Design viterbi_traceback, sky130hd; sources not shown.
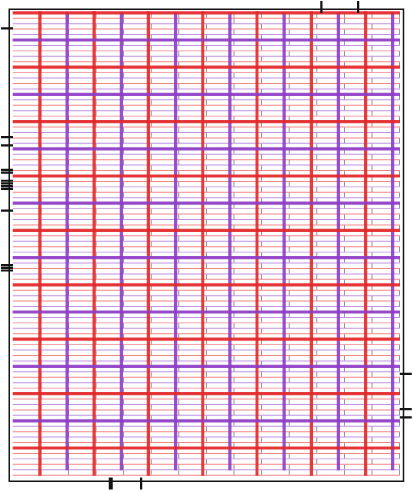
(run_1/pdn.png)
Scale: 2 px per um. Pins as bars on the die edge. Tap cells in gray.
Key: purple = VDD; red = VSS
The core has 85 rows. 14 straps on met4. 86 met1 rails follow the rows. 21 signal pins sit on the boundary. 609 tap cells.
die width: 196 um
die height: 235 um

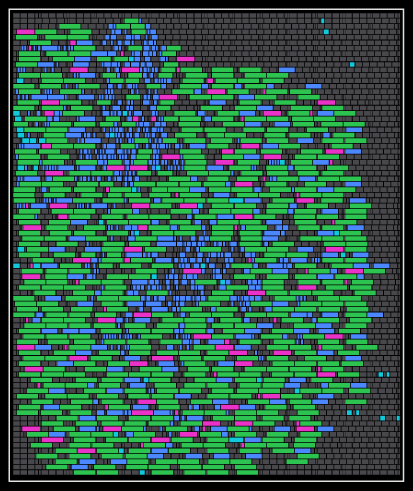
(run_1/cell_classes.png)
Scale: 2 px per um. Fill, decap, tap and diode cells in gray.
Key: blue = all other logic [cells 714, share of their area 24%]; cyan = other buffers and delay cells [cells 44, share of their area 1.4%]; green = flip-flops [cells 619, share of their area 68%]; magenta = clock drivers and dummy loads [cells 104, share of their area 6.6%]
Seq area share: 66.2%
Util after Layout: 61.3%
final instance area: 27,400 sq um
row cnt: 85

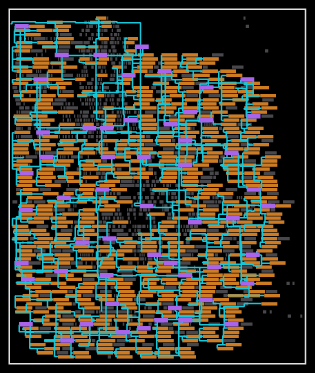
(run_1/clock_map.png)
Scale: 1.5 px per um.
Key: purple = cells driving clock nets [count 55]; cyan = clock wires [length 6,370 um]; orange = flip-flops [count 619]
Position of the flops: spread over the die.
clk_lat worst skew: 0.60 ns
clk_skew: 0.0170 ns
part of the power in the clock network: 38.0%

==> impl_metrics.json, run 1 <==
{
  "p_seq_share_pct": 54.4,
  "htreeDepth": 2,
  "areaGrowthSynthToFinish_pct": 10.0,
  "drc_errors": 0,
  "finalSetupTns_ns": 0,
  "drive_gt1_share_pct": 18.3,
  "synth_warnings": 0,
  "gr-usage-met2_pct": 40.7,
  "met3_usage_pct": 4.94,
  "regArea_sq_um": 18200,
  "wire_per_inst_um": 27.4,
  "avgViaCountPerCell": 6.43,
  "total_power_mw": 9.49,
  "simple_gate_share_pct": 6.48,
  "hold_violations": 0,
  "warnings": 27,
  "cts_post_setup_buffers_inserted": 0,
  "largest_register_ffs": 512,
  "tightest_slew_ns": 1.10,
  "fill_cells": 3115,
  "drv_slew": 0,
  "cts_tree": "yes",
  "route.met2.wl_um": 28200,
  "clkSinkCount": 619,
  "final_cell_mix": "edfxtp_1, nor2_1, mux4_2",
  "grt_pass1_wl_um": 85800,
  "cts_root_buf": "clkbuf_16",
  "crit_path_end_kind": "flip-flop",
  "run_status": "completed",
  "setup_violations": 0,
  "edf_count": 576,
  "clockBufferDepth": 3,
  "ys_cells": 1414,
  "totalWireLength_um": 57300,
  "irDropWorstVdd_mv": 0.299,
  "clk-power_mw": 3.61,
  "drt_iter0_drc": 1810,
  "power_leader": "sequential cells",
  "pre_cts_slack_ns": 1.34,
  "powerComb_uw": 725,
  "mux_share_pct": 14.4,
  "ys_seq_share_pct": 72.8,
  "synth_cell_types": 54,
  "die_area_sq_um": 46200,
  "top_cell": "edfxtp_1",
  "crit_cells": 10,
  "stdcell_count": 2090,
  "crit_fanout": 64,
  "maxCapViolCount": 0,
  "diodes": 0,
  "flop_cell": "edfxtp_1",
  "yosys-stat-area_sq_um": 24900,
  "relSlewSlack_pct": 26.5,
  "grt_pass1_vias": 13300,
  "setup_slack_ns": 1.27,
  "p_sw_mw": 2.13,
  "fin_crit_sh_pct": 77.7,
  "vias": 13400,
  "period_minus_slack_ns": 4.43,
  "cpPeakStageDelay_ns": 0.91,
  "grt_max_degree": 65,
  "avgSynthCellArea_sq_um": 17.6,
  "dp.cells": 1986,
  "hold_class": "flip-flop to flip-flop",
  "synthCells": 1414,
  "worstSetupPathType": "flip-flop to flip-flop",
  "highest_layer": "met4",
  "busiest_layer": "met2",
  "xor_share_pct": 0.772,
  "logic_area_sq_um": 6340,
  "synth-adder-area-share_pct": 0.251,
  "grtUsageMet1_pct": 35.0,
  "grt_usage_pct": 25.5,
  "crit_top_cell": "buf_4",
  "reg2reg_slack_ns": 1.27,
  "cts_hold_buffers": 0,
  "power.density_nw_per_um2": 346,
  "floorplan.nets": 1435,
  "yosysTopAreaCell": "edfxtp_1",
  "synthTopLogicFamily": "multiplexers",
  "first_pass_iters": 6
}
## run 1: final cells by class
class                      count  area share, %
clock buffer                  69           5.43
clock inverter                35          0.971
inverter                      11          0.150
multi-input combinational    703           23.1
sequential                   619           66.2
tap                          609           2.78
timing repair buffer          44           1.37
## run 1: stage by stage
step | util [%] | hold WS (ns)
final | 61.3 | 0.483
after global routing | 61.3 | 0.517
after CTS | 61.3 | 0.490
after detailed placement | 57.3 | 0.480
after global placement | 57.3 | 0.470
after floorplan | - | 0.449
## run 1: worst register-to-register path, delay by kind of cell, from the launching register on
kind            cells  cell delay [ns]
flops               1             0.91
compound gates      4             0.91
buf+inv             2             0.90
simple gates        2             0.70
mux                 1             0.53
xor+xnor            1             0.19
==> run_1/final_congestion.png <==
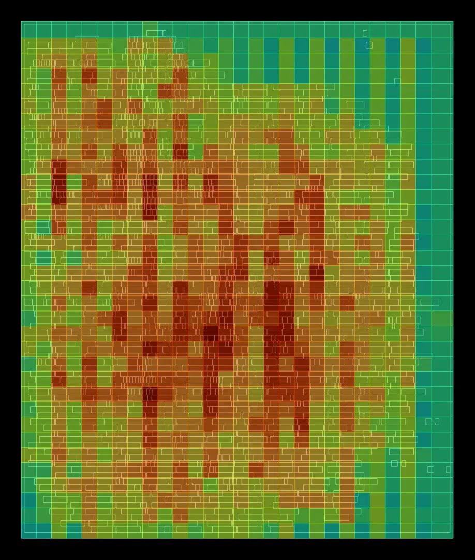

==> inputs of run 2 (changes only) <==
==> constraint.sdc (replaced) <==
create_clock -name clk -period 4.4 [get_ports clk]
set_input_delay 0.44 -clock clk [delete_from_list [all_inputs] [get_ports clk]]
set_output_delay 0.44 -clock clk [all_outputs]
set_load 0.01 [all_outputs]
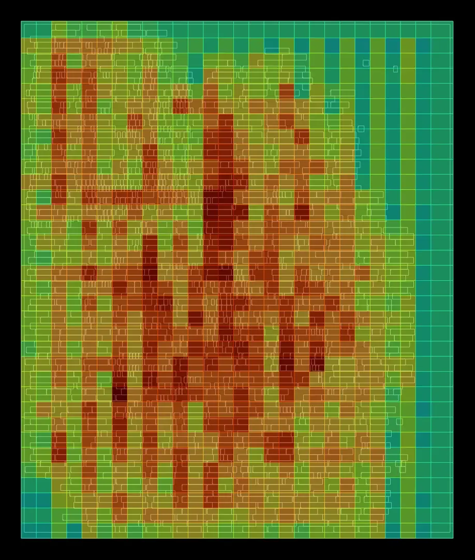
(run_2/final_congestion.png)
met3 usage: 4.04%
met2 global-route usage: 42.0%

==> impl_metrics.json, run 2 <==
{
  "clockBufferCount": 61,
  "drv_slew": 0,
  "drc_errors": 0,
  "dp.cells": 2023,
  "inv_count": 11,
  "taps": 609,
  "grt_max_degree": 65,
  "wire_per_inst_um": 27.4,
  "cts_root_buf": "clkbuf_16",
  "run_status": "completed",
  "regArea_sq_um": 18200,
  "xor_share_pct": 0.772,
  "skew_ns": 0.0235,
  "yosysTopAreaCell": "edfxtp_1",
  "clockBufferDepth": 3,
  "tightest_slew_ns": 1.07,
  "relSlewSlack_pct": 28.4,
  "final_util_pct": 62.1,
  "edf_count": 576,
  "largest_register_ffs": 512,
  "warnings": 27,
  "fill_cells": 3110,
  "simple_gate_share_pct": 6.48,
  "hold_ws_ns": 0.134,
  "total_power_mw": 12.5,
  "power.density_nw_per_um2": 450,
  "seq_area_share_pct": 65.3,
  "drive_gt1_share_pct": 19.9,
  "period_minus_slack_ns": 3.86,
  "ys_cells": 1414,
  "hold_violations": 0,
  "synth_cell_types": 54,
  "num-nonclk-buffers": 81,
  "seq_cell_count": 619,
  "diodes": 0,
  "busiest_layer": "met2"
}
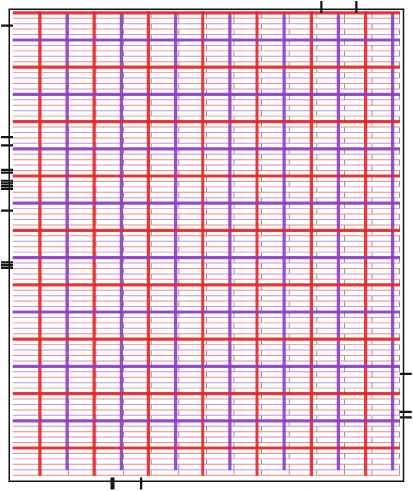
(run_2/pdn.png)
Scale: 2 px per um. Pins as bars on the die edge. Tap cells in gray.
Key: purple = VDD; red = VSS
86 met1 rails follow the rows. 14 straps on met4. 609 tap cells. The core has 85 rows. 17 straps on met5.
worst vdd ir: 0.386 mV
core area: 44,800 sq um

==> run 2: netlist changes by cell type in the layout (fill, tap and decap cells not counted), moves of 2 or more <==
cell	delta
buf_4	+36
bufinv_16	+5
clkinv_1	+5
clkbuf_8	-4
clkinv_2	-4
buf_12	+3
clkbuf_1	-3
buf_2	-2
clkinv_4	-2
==> run 2: layer usage <==
| layer | vias to the layer above | part of all wire (%) |
|---|---|---|
| met4 | 0 | 3.9 |
| met3 | 147 | 8.9 |
| met1 | 6883 | 38 |
| met5 | - | 0 |
| li1 | 5727 | - |
| met2 | 712 | 49 |
==> run 2: power by group <==
| part | leakage [nW] | switching [mW] | internal [mW] |
|---|---|---|---|
| registers | 5.53 | 0.0709 | 6.59 |
| logic | 2.07 | 0.615 | 0.379 |
| clock network | 0.878 | 2.09 | 2.76 |
Power and IR drop assume default switching activity.
